$ cat src/rtl/serial_add_pkg.sv
// Shared definitions for the serial-adder scheduler: frame width, requester count, sequencer states.
package serial_add_pkg;

    localparam int unsigned SADD_W    = 4;
    localparam int unsigned SADD_NREQ = 2;

    typedef enum logic [2:0] {
        ST_IDLE  = 3'd0,
        ST_BIT0  = 3'd1,
        ST_BIT1  = 3'd2,
        ST_BIT2  = 3'd3,
        ST_BIT3  = 3'd4,
        ST_FLUSH = 3'd5,
        ST_OVF   = 3'd6,
        ST_RESP  = 3'd7
    } sadd_state_e;

endpackage

$ cat src/rtl/rr_arb2.sv
// Two-way round-robin arbiter: combinational one-hot grant, priority pointer advances on every grant.
module rr_arb2
    import serial_add_pkg::*;
(
    input  logic                 clk_i,
    input  logic                 rst_i,
    input  logic                 en_i,
    input  logic [SADD_NREQ-1:0] req_i,
    output logic [SADD_NREQ-1:0] gnt_o
);

    // prio_q names the requester that wins when both are valid
    logic prio_q, prio_d;

    always_comb begin
        gnt_o = '0;
        if (en_i) begin
            unique case (req_i)
                2'b01:   gnt_o = 2'b01;
                2'b10:   gnt_o = 2'b10;
                2'b11:   gnt_o = prio_q ? 2'b10 : 2'b01;
                default: gnt_o = '0;
            endcase
        end
    end

    always_comb begin
        prio_d = prio_q;
        if (gnt_o[0]) prio_d = 1'b1;
        if (gnt_o[1]) prio_d = 1'b0;
    end

    always_ff @(posedge clk_i) begin
        if (rst_i) prio_q <= 1'b0;
        else       prio_q <= prio_d;
    end

endmodule

$ cat src/rtl/serial_add_sched.sv
// Arbitrates two requesters onto the shared 4-bit serial adder, serializes operands LSB-first and
// reassembles the sum. Optional parallel self-check enabled by defining SADD_SELFCHECK_EN.
module serial_add_sched
    import serial_add_pkg::*;
(
    input  logic                   clock,
    input  logic                   reset,
    input  logic [SADD_NREQ-1:0]   req_valid,
    input  logic [2*SADD_W-1:0]    req_a,
    input  logic [2*SADD_W-1:0]    req_b,
    output logic [SADD_NREQ-1:0]   req_grant,
    output logic                   busy,
    output logic                   rsp_valid,
    output logic                   rsp_id,
    output logic [SADD_W-1:0]      rsp_sum,
    output logic                   rsp_ovf,
    output logic                   rsp_err,
    output logic                   add_reset,
    output logic                   add_line1,
    output logic                   add_line2,
    input  logic                   add_outp,
    input  logic                   add_ovf
);

    sadd_state_e state_q, state_d;

    logic [SADD_NREQ-1:0] gnt;
    logic                 can_grant, granted;
    logic [SADD_W-1:0]    sel_a, sel_b;

    logic [SADD_W-1:0]    a_q, a_d, b_q, b_d, sum_q, sum_d, rsp_sum_q, rsp_sum_d;
    logic                 id_q, id_d, rsp_id_q, rsp_id_d, rsp_ovf_q, rsp_ovf_d;
    logic                 rsp_valid_q, rsp_valid_d, busy_q, busy_d;
    logic                 add_reset_q, add_reset_d, line1_q, line1_d, line2_q, line2_d;
    logic [SADD_NREQ-1:0] grant_q;

    assign can_grant = (state_q == ST_IDLE) || (state_q == ST_RESP);
    assign granted   = |gnt;
    assign sel_a     = gnt[1] ? req_a[2*SADD_W-1:SADD_W] : req_a[SADD_W-1:0];
    assign sel_b     = gnt[1] ? req_b[2*SADD_W-1:SADD_W] : req_b[SADD_W-1:0];

    rr_arb2 u_arb (
        .clk_i (clock),
        .rst_i (reset),
        .en_i  (can_grant),
        .req_i (req_valid),
        .gnt_o (gnt)
    );

    always_ff @(posedge clock) begin
        if (reset) state_q <= ST_IDLE;
        else       state_q <= state_d;
    end

    always_comb begin
        state_d = state_q;
        unique case (state_q)
            ST_IDLE:  if (granted) state_d = ST_BIT0;
            ST_BIT0:  state_d = ST_BIT1;
            ST_BIT1:  state_d = ST_BIT2;
            ST_BIT2:  state_d = ST_BIT3;
            ST_BIT3:  state_d = ST_FLUSH;
            ST_FLUSH: state_d = ST_OVF;
            ST_OVF:   state_d = ST_RESP;
            ST_RESP:  state_d = granted ? ST_BIT0 : ST_IDLE;
            default:  state_d = ST_IDLE;
        endcase
    end

`ifdef SADD_SELFCHECK_EN
    logic [SADD_W:0] ref_q, ref_d;
    logic            err_q, err_d;
`endif

    // Lines are driven from the next state so the first bit leaves on the grant edge itself.
    always_comb begin
        a_d         = granted ? sel_a : a_q;
        b_d         = granted ? sel_b : b_q;
        id_d        = granted ? gnt[1] : id_q;
        sum_d       = sum_q;
        rsp_valid_d = (state_q == ST_OVF);
        rsp_sum_d   = rsp_valid_d ? sum_q : rsp_sum_q;
        rsp_ovf_d   = rsp_valid_d ? add_ovf : rsp_ovf_q;
        rsp_id_d    = rsp_valid_d ? id_q : rsp_id_q;
        unique case (state_q)
            ST_BIT1:  sum_d[0] = add_outp;
            ST_BIT2:  sum_d[1] = add_outp;
            ST_BIT3:  sum_d[2] = add_outp;
            ST_FLUSH: sum_d[3] = add_outp;
            default:  ;
        endcase
        line1_d     = 1'b0;
        line2_d     = 1'b0;
        add_reset_d = 1'b0;
        unique case (state_d)
            ST_BIT0:  begin line1_d = a_d[0]; line2_d = b_d[0]; end
            ST_BIT1:  begin line1_d = a_d[1]; line2_d = b_d[1]; end
            ST_BIT2:  begin line1_d = a_d[2]; line2_d = b_d[2]; end
            ST_BIT3:  begin line1_d = a_d[3]; line2_d = b_d[3]; end
            ST_FLUSH: ;
            default:  add_reset_d = 1'b1;
        endcase
        busy_d = (state_d != ST_IDLE);
`ifdef SADD_SELFCHECK_EN
        ref_d = granted ? ({1'b0, sel_a} + {1'b0, sel_b}) : ref_q;
        err_d = rsp_valid_d && ({add_ovf, sum_q} != ref_q);
`endif
    end

    always_ff @(posedge clock) begin
        if (reset) begin
            a_q         <= '0;
            b_q         <= '0;
            id_q        <= 1'b0;
            sum_q       <= '0;
            rsp_valid_q <= 1'b0;
            rsp_sum_q   <= '0;
            rsp_ovf_q   <= 1'b0;
            rsp_id_q    <= 1'b0;
            line1_q     <= 1'b0;
            line2_q     <= 1'b0;
            add_reset_q <= 1'b1;
            busy_q      <= 1'b0;
            grant_q     <= '0;
        end else begin
            a_q         <= a_d;
            b_q         <= b_d;
            id_q        <= id_d;
            sum_q       <= sum_d;
            rsp_valid_q <= rsp_valid_d;
            rsp_sum_q   <= rsp_sum_d;
            rsp_ovf_q   <= rsp_ovf_d;
            rsp_id_q    <= rsp_id_d;
            line1_q     <= line1_d;
            line2_q     <= line2_d;
            add_reset_q <= add_reset_d;
            busy_q      <= busy_d;
            grant_q     <= gnt;
        end
    end

`ifdef SADD_SELFCHECK_EN
    always_ff @(posedge clock) begin
        if (reset) begin
            ref_q <= '0;
            err_q <= 1'b0;
        end else begin
            ref_q <= ref_d;
            err_q <= err_d;
        end
    end

    always_ff @(posedge clock) begin
        if (!reset && err_q)
            $error("serial_add_sched: serial result %0h differs from reference %0h",
                   {rsp_ovf_q, rsp_sum_q}, ref_q);
    end

    assign rsp_err = err_q;
`else
    assign rsp_err = 1'b0;
`endif

    assign req_grant = grant_q;
    assign busy      = busy_q;
    assign rsp_valid = rsp_valid_q;
    assign rsp_id    = rsp_id_q;
    assign rsp_sum   = rsp_sum_q;
    assign rsp_ovf   = rsp_ovf_q;
    assign add_reset = add_reset_q;
    assign add_line1 = line1_q;
    assign add_line2 = line2_q;

endmodule
$ cat config.mk
export PLATFORM = sky130hd
export DESIGN_NAME = serial_add_sched
export DESIGN_NICKNAME = d
export VERILOG_FILES = /design/src/rtl/serial_add_pkg.sv /design/src/rtl/rr_arb2.sv /design/src/rtl/serial_add_sched.sv
export SDC_FILE = /design/constraint.sdc
export NUM_CORES = 1
export LEC_CHECK = 0
export CAP_MARGIN = 20
export CORE_MARGIN = 2
export CORE_UTILIZATION = 46
export DETAILED_ROUTE_END_ITERATION = 8
export PLACE_DENSITY = 0.88
export SETUP_SLACK_MARGIN = 0.4
export SYNTH_ARGS = -nofsm -noshare
export SYNTH_HDL_FRONTEND = slang
export SYNTH_SLANG_ARGS = --single-unit
$ cat constraint.sdc
create_clock -name clock -period 1.8 [get_ports clock]
set_input_delay 0.36 -clock clock [delete_from_list [all_inputs] [get_ports clock]]
set_output_delay 0.36 -clock clock [all_outputs]
set_load 0.01 [all_outputs]
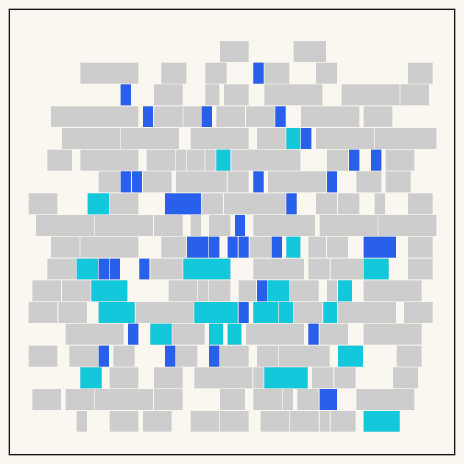
Fig. 1. Gate families picked out (run 1).
(8 px per µm)
legend:
  cyan:
    family: aoi and oai cells
    cells: 22
    most_used: a21oi_1
  blue:
    family: nor cells
    cells: 32
    most_used: nor2_1

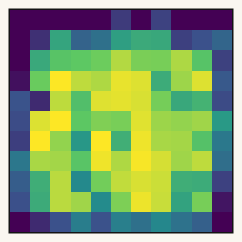
Fig. 2. Placement density heat map (run 1).
(4 px per µm) The die is cut into 11 by 11 equal tiles; dark purple is low, yellow is high, 0 to 100% covered.
densest ninth of the die: middle
emptiest ninth of the die: top left
tiles over 75% full: 42%
nearly empty tiles: 11%
fullest tile: 100%
floorplan core density: 48.8%
final core occ: 72.2%

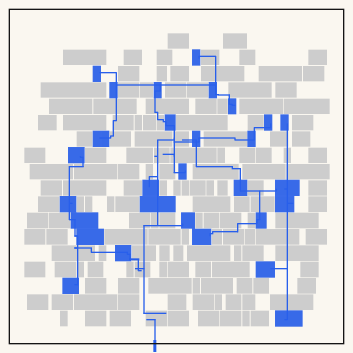
Fig. 3. Nets reached from selected ports (run 1).
(6 px per µm)
legend:
  blue:
    port: reset
    bits: 1
    direction: input
    end_cells: 30
    buffers: 4
    wire: 262 µm

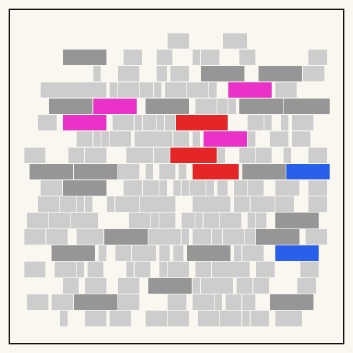
Fig. 4. Where the registers sit (run 1).
(6 px per µm) Other sequential cells in the stronger grey, the rest of the logic in the fainter grey.
legend:
  blue:
    signal: req_grant
    sequential_cells: 2
  red:
    signal: state_q
    sequential_cells: 3
  magenta:
    signal: rsp_sum
    sequential_cells: 4
not coloured: 19
sequential power: 847 µW
sequential share of cell area: 31.5%
Flop area: 568 µm²

==> job_summary.md, run 1 <==
### Flow metrics

| Metric | Value |
|---|---|
| Status | `finished clean` |
| CP bufs+invs | `0` |
| GRT overflow | `0` |
| Synth Register Bits | `28` |
| Antenna violations before repair | `0` |
| Cell depth of the worst setup path | `4` |
| Critical-path maximum fanout | `5` |
| Synth cell types | `32` |
| Post-synthesis area per instance | `approximately 9.2 µm²` |
| Width of the die | `~55 µm` |
| Starting DRC count in detailed routing | `20` |
| Post-synth top flop | `dfxtp_1` |
| Post-DP HPWL | `about 2100 µm` |
| Critical path launch point | `state_q[1]` |
| Inst Count DP | `about 200` |
| RePlAce Congestion | `slightly below 0.8` |
| Clock Pin Slew Worst Setup and Hold Paths | `around 0.15 ns` |
| Vias in the first global route | `between 1,000 and 1,500` |
| CP peak stage delay | `0.42 ns` |
| Root Driver | `clkbuf_4` |
| Skew final | `slightly below 0.01 ns` |
| Sequential-to-total area share from yosys stat | `roughly 46%` |
| Antenna cells | `0` |
| Inserted Clock Buffers | `3` |
| Area share, top type | `45.9%` |
| Max_cap viols | `0` |
| # clock sinks | `28` |
| Post-synth EDFFs | `0` |
| # Cells Yosys | `~130` |
| Dpl ws | `-0.134 ns` |
| Commonest Layout Cell | `nor2_1` |
| Rows | `18` |
| Critical path's top delay family | `AND-OR/OR-AND gates` |
| Final setup violation count | `0` |
| VDD IR max | `between 0.8 and 0.9 mV` |
| First drt pass iteration count | `4` |
| Die Height | `roughly 55 µm` |
| Top cells by count | `nor2_1, dfxtp_1, mux2i_1, a211oi_1` |
| Fin Hold WS | `0.499 ns` |
| Gate Count Post-Synth | `133` |
| Synth area leader | `dfxtp_1` |
| Vias per cell | `between 5 and 6` |
| Net count after synthesis | `approximately 160` |
| Final worst-path setup slack | `roughly 0.19 ns` |
| Layout cell share with drive strength beyond 1 | `23.5%` |
| Tcrit/Tclk final | `a little under 90%` |
| Tmin final | `around 1.6 ns` |
| Crit path required time | `around 2.0 ns` |
| Synth top cell by count | `nor2_1` |
| Routed Antenna Nets | `0` |
| Lkg Pwr | `0.834 nW` |
| DRT Wirelength | `around 3000 µm` |
| HP Class | `register to register` |
| Tool Warnings | `29` |
| Finished Layout Cells | `209` |
| RR Endpoint | `a_q[2]` |
| Ys async rst share | `0%` |
| CTS tree | `yes` |
| Unrepaired setup endpoints after global routing | `true` |
| Setup_tns | `0 ns` |
| Clock Path Buffers | `2` |
| Late-Pin Clk Latency | `about 0.33 ns` |
| CP Capture Type | `register` |
| PortBufs | `34` |
| Area Overhead vs Synth | `48.0%` |
| Die area | `slightly above 3000 µm²` |
| WP data arrival | `about 1.9 ns` |
| Largest net degree at the start of global routing | `17` |
| Io pins | `36` |
| Worst setup path end | `a_q[2]` |
| Synth Cell Area | `~1200 µm²` |
| Via count | `roughly 1,100` |
| F_max | `621 MHz` |
[run 1: state kept, by name, indices dropped and copies added (netlist names)]
register      cells
add_reset         1
b_q               3
u_arb.prio_q      1
id_q              1
rsp_ovf           1
rsp_id            1
state_q           3
rsp_valid         1
add_line2         1
a_q               3
add_line1         1
sum_q             4
req_grant         2
busy              1
rsp_sum           4
[run 1: cells by family after synthesis]
group,after synthesis,share of synthesized area [%]
and+or+nand+nor,47,17.6
DFF,28,45.9
xor gates and xnor gates,1,0.718
buffers and inverters,13,5.03
other,1,0.307
AOI/OAI and AO/OA,25,15.5
muxes,18,14.9
[run 1: per-layer routing]
metal  global-route usage, %  up-vias  part of all wire (%)
li1                        -      553                     -
met1                    20.0      542                    39
met2                    38.4       33                    56
met3                    5.39        2                   3.8
met4                    3.83        0                  0.70
met5                       0        -                     0
[run 1: how the worst min path moves through the flow]
| stage | start | endpoint | slack, ns | cells after the start |
|---|---|---|---|---|
| after global routing | id_q | id_q | 0.52 | 2 |
| after CTS | id_q | id_q | 0.48 | 2 |
| after floorplan | id_q | id_q | 0.44 | 2 |
| final | id_q | id_q | 0.50 | 2 |
| after global placement | id_q | id_q | 0.45 | 2 |
| after detailed placement | id_q | id_q | 0.45 | 2 |
[run 1: where the power goes]
part	switching [mW]	internal (mW)
registers	0.0770	0.770
logic	0.563	0.522
clock network	0.182	0.225
total	0.822	1.52
[run 1: cell type report]
class                   instances  area [µm²]
inverters                       3        11.3
fillers                       192         694
clock buffers                   3        22.5
repair buffers                 51         455
well taps                      30        37.5
clock inverters                 1        30.0
multi-input cells              93         681
flip-flops and latches         28         568
[run 1: timing repair]
item                       in CTS  in global routing
pin swaps                       2                  1
setup endpoints to repair      31                 21
hold buffers                    0                  0
resized                        23                  9
setup buffers                   3                  1
cloned                          1                  0
Fig. 5: run 1, clock nets
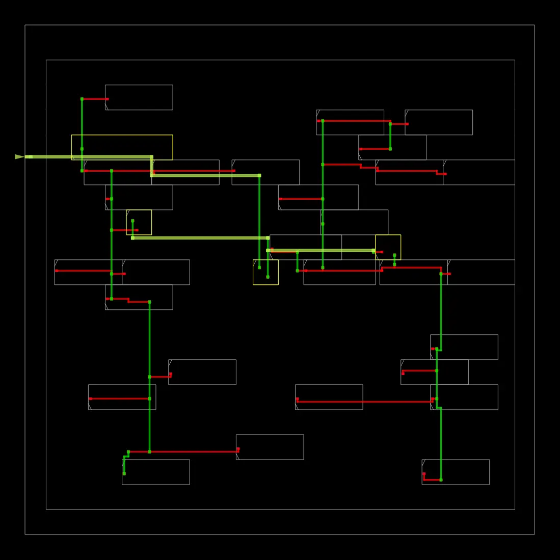

==> run 2: changes to the inputs <==
CORE_MARGIN = unset   (was 2)
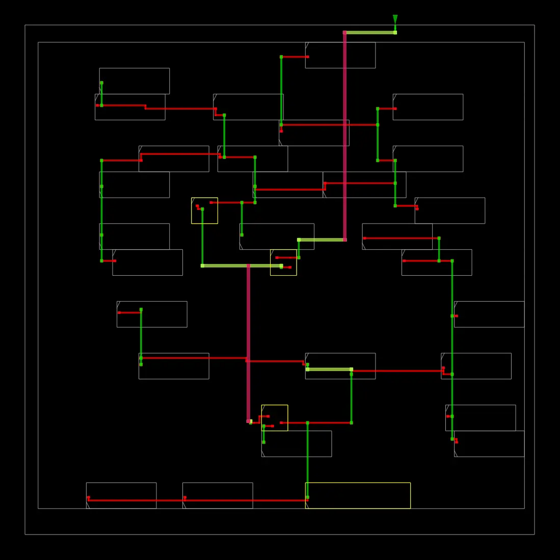
Fig. 6. Clock nets (run 2).
# clock sinks: 28
Seq Cell Count: 28

==> job_summary.md, run 2 <==
### Flow metrics

| Metric | Value |
|---|---|
| Status | `finished clean` |
| Synth Cell Area | `1220 µm² (unchanged)` |
| Vias in the first global route | `1,087 (-5.9%)` |
| Area share, top type | `45.9% (unchanged)` |
| Critical-path maximum fanout | `5 (unchanged)` |
| Cell internal pwr | `1.55 mW (+2.4%)` |
| Lkg Pwr | `0.847 nW (+1.5%)` |
| Largest logic family | `simple AND/OR/NAND/NOR gates` |
| CP bufs+invs | `0 (unchanged)` |
| Sequential-to-total area share from yosys stat | `45.9% (unchanged)` |
| Critical path's top delay family | `AND-OR/OR-AND gates` |
| Comb pwr | `1.15 mW (+6%)` |
| Fa+ha+maj area frac | `0% (unchanged)` |
| Post-synthesis area per instance | `9.17 µm² (unchanged)` |
| Antenna cells | `0 (unchanged)` |
| Cell depth of the worst setup path | `4 (unchanged)` |
| Top routing layer used | `met4` |
| Area Overhead vs Synth | `48.8%` |
| Dominant power group | `combinational logic` |
| Final setup violation count | `0 (unchanged)` |
| Sw Pwr | `852 µW (+3.7%)` |
| PortBufs | `34 (unchanged)` |
| Critical path launch point | `state_q[0]` |
| Floorplan core density | `48.8% (unchanged)` |
| CP Capture Type | `register` |
| Met2 wire len | `1550 µm (-8.2%)` |
| Late-Pin Clk Latency | `0.34 ns (about the same)` |
| Tmin final | `1.61 ns (-0.00519 ns)` |
| CP peak stage delay | `0.41 ns (about the same)` |
| Unrepaired setup endpoints after global routing | `true` |
| Routed Antenna Nets | `0 (unchanged)` |
| Reg power frac | `34.9% (-1.3 points)` |
| RePlAce Congestion | `0.772 (about the same)` |
| Synth top cell by count | `nor2_1` |
| Die Height | `53.5 µm (-3.6%)` |
| Clock Pin Slew Worst Setup and Hold Paths | `0.16 ns (about the same)` |
| Post-DP HPWL | `1960 µm (-7.7%)` |
| Layout cell share with drive strength beyond 1 | `23.1% (-0.39 points)` |
| Io pins | `36 (unchanged)` |
| Tool Warnings | `29 (unchanged)` |
| Commonest Layout Cell | `nor2_1` |
| Sequential power | `841 µW (-0.7%)` |
| VDD IR max | `0.866 mV (+5.2%)` |
| Synth mux share | `14.9% (unchanged)` |
| Aoi share | `15.5% (unchanged)` |
| F_max | `623 MHz (+0.32%)` |
| Vias per cell | `5.39 (-0.37%)` |
| Width of the die | `53.5 µm (-3.6%)` |
| Inserted Clock Buffers | `3 (unchanged)` |
| CTS tree | `yes` |
| Gate Count Post-Synth | `133 (unchanged)` |
| Largest net degree at the start of global routing | `17 (unchanged)` |
| Starting DRC count in detailed routing | `17 (-15%)` |
| Antenna violations before repair | `0 (unchanged)` |
| Tcrit/Tclk final | `89.2% (-0.29 points)` |
| Post-Synth XOR/XNOR Area | `0.718% (unchanged)` |
| Die area | `2860 µm² (-7.1%)` |
| Root Driver | `clkbuf_4` |
| # Cells Yosys | `133 (unchanged)` |
| Synth Register Bits | `28 (unchanged)` |
| Hold Buf Count CTS | `0 (unchanged)` |
| Synth cell types | `32 (unchanged)` |
| Crit path required time | `2.07 ns (+0.03 ns)` |
| Net Sw Frac | `35.4% (+0.28 points)` |
| Rows | `18 (unchanged)` |
| Skew final | `0.00687 ns (-0.00278 ns)` |
| Post-synth EDFFs | `0 (unchanged)` |
| Logic gate share of total power | `47.7% (+1.3 points)` |
| Via count | `1,142 (+1.1%)` |
| Top cells by count | `nor2_1, dfxtp_1, mux2i_1, a211oi_1` |
| HP Class | `register to register` |
| Simple-gate share of the synthesized area | `17.6% (unchanged)` |
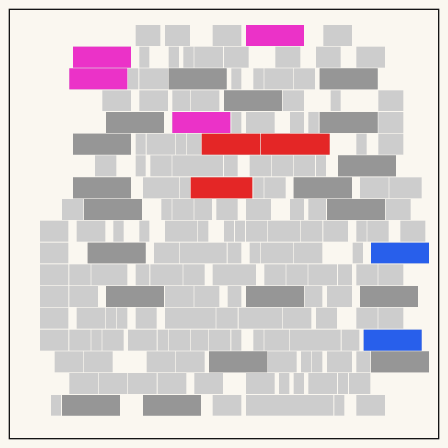
Fig. 7. Where the registers sit (run 2).
(8 px per µm) Other sequential cells in the stronger grey, the rest of the logic in the fainter grey.
legend:
  blue:
    signal: req_grant
    sequential_cells: 2
  red:
    signal: state_q
    sequential_cells: 3
  magenta:
    signal: rsp_sum
    sequential_cells: 4
not coloured: 19
final core occ: 72.6%
Flop area: 566 µm²

-- run 2: per-layer routing --
layer	global-route usage, %	vias to the layer above
met2	39.0	32
met5	0	-
met3	3.16	10
li1	-	561
met4	9.65	0
met1	24.0	539
-- run 2: worst min-delay path by stage --
stage | startpoint | endpoint | slack, ns | depth (start not counted)
floorplan | id_q | id_q | 0.44 | 2
global placement | id_q | id_q | 0.45 | 2
detailed placement | id_q | id_q | 0.46 | 2
CTS | id_q | id_q | 0.48 | 2
global route | id_q | id_q | 0.51 | 2
finish | id_q | id_q | 0.49 | 2
-- run 2: stage by stage --
step	worst slack (ns)	hold WS (ns)	power, mW	instances	TNS, ns
after floorplan	0.235	0.436	1.47	133	0
after global placement	-0.0146	0.454	1.74	202	-0.0911
after detailed placement	-0.0895	0.455	1.79	202	-0.564
after CTS	0.207	0.483	2.25	208	0
after global routing	0.129	0.507	2.54	212	0
final	0.194	0.489	2.41	212	0
-- run 2: final cells by class --
| class | count | area, µm² |
|---|---|---|
| timing repair buffer | 54 | 479 |
| multi-input combinational | 93 | 669 |
| sequential | 28 | 566 |
| inverter | 3 | 11.3 |
| clock inverter | 1 | 30.0 |
| fill | 187 | 684 |
| tap | 30 | 37.5 |
| clock buffer | 3 | 22.5 |
-- run 2: logic make-up after synthesis --
kind of cell / Yosys count
compound gates: 25
xor+xnor: 1
buf+inv: 13
flops: 28
mux: 18
other cells: 1
simple gates: 47
-- run 2: timing repair --
| action | CTS | global route |
|---|---|---|
| pin swaps | 2 | 1 |
| setup buffers | 1 | 3 |
| cloned | 1 | 1 |
| setup endpoints to repair | 31 | 19 |
| gates resized | 22 | 8 |
-- run 2: tightest hold or removal path: cells and delay by family, from the launching register on --
family	cells	cell delay, ns
AND-OR/OR-AND	1	0.05
flip-flops	1	0.34
AND/OR/NAND/NOR	1	0.07
Power figures rest on the tool's default switching activity, not on a simulated workload.
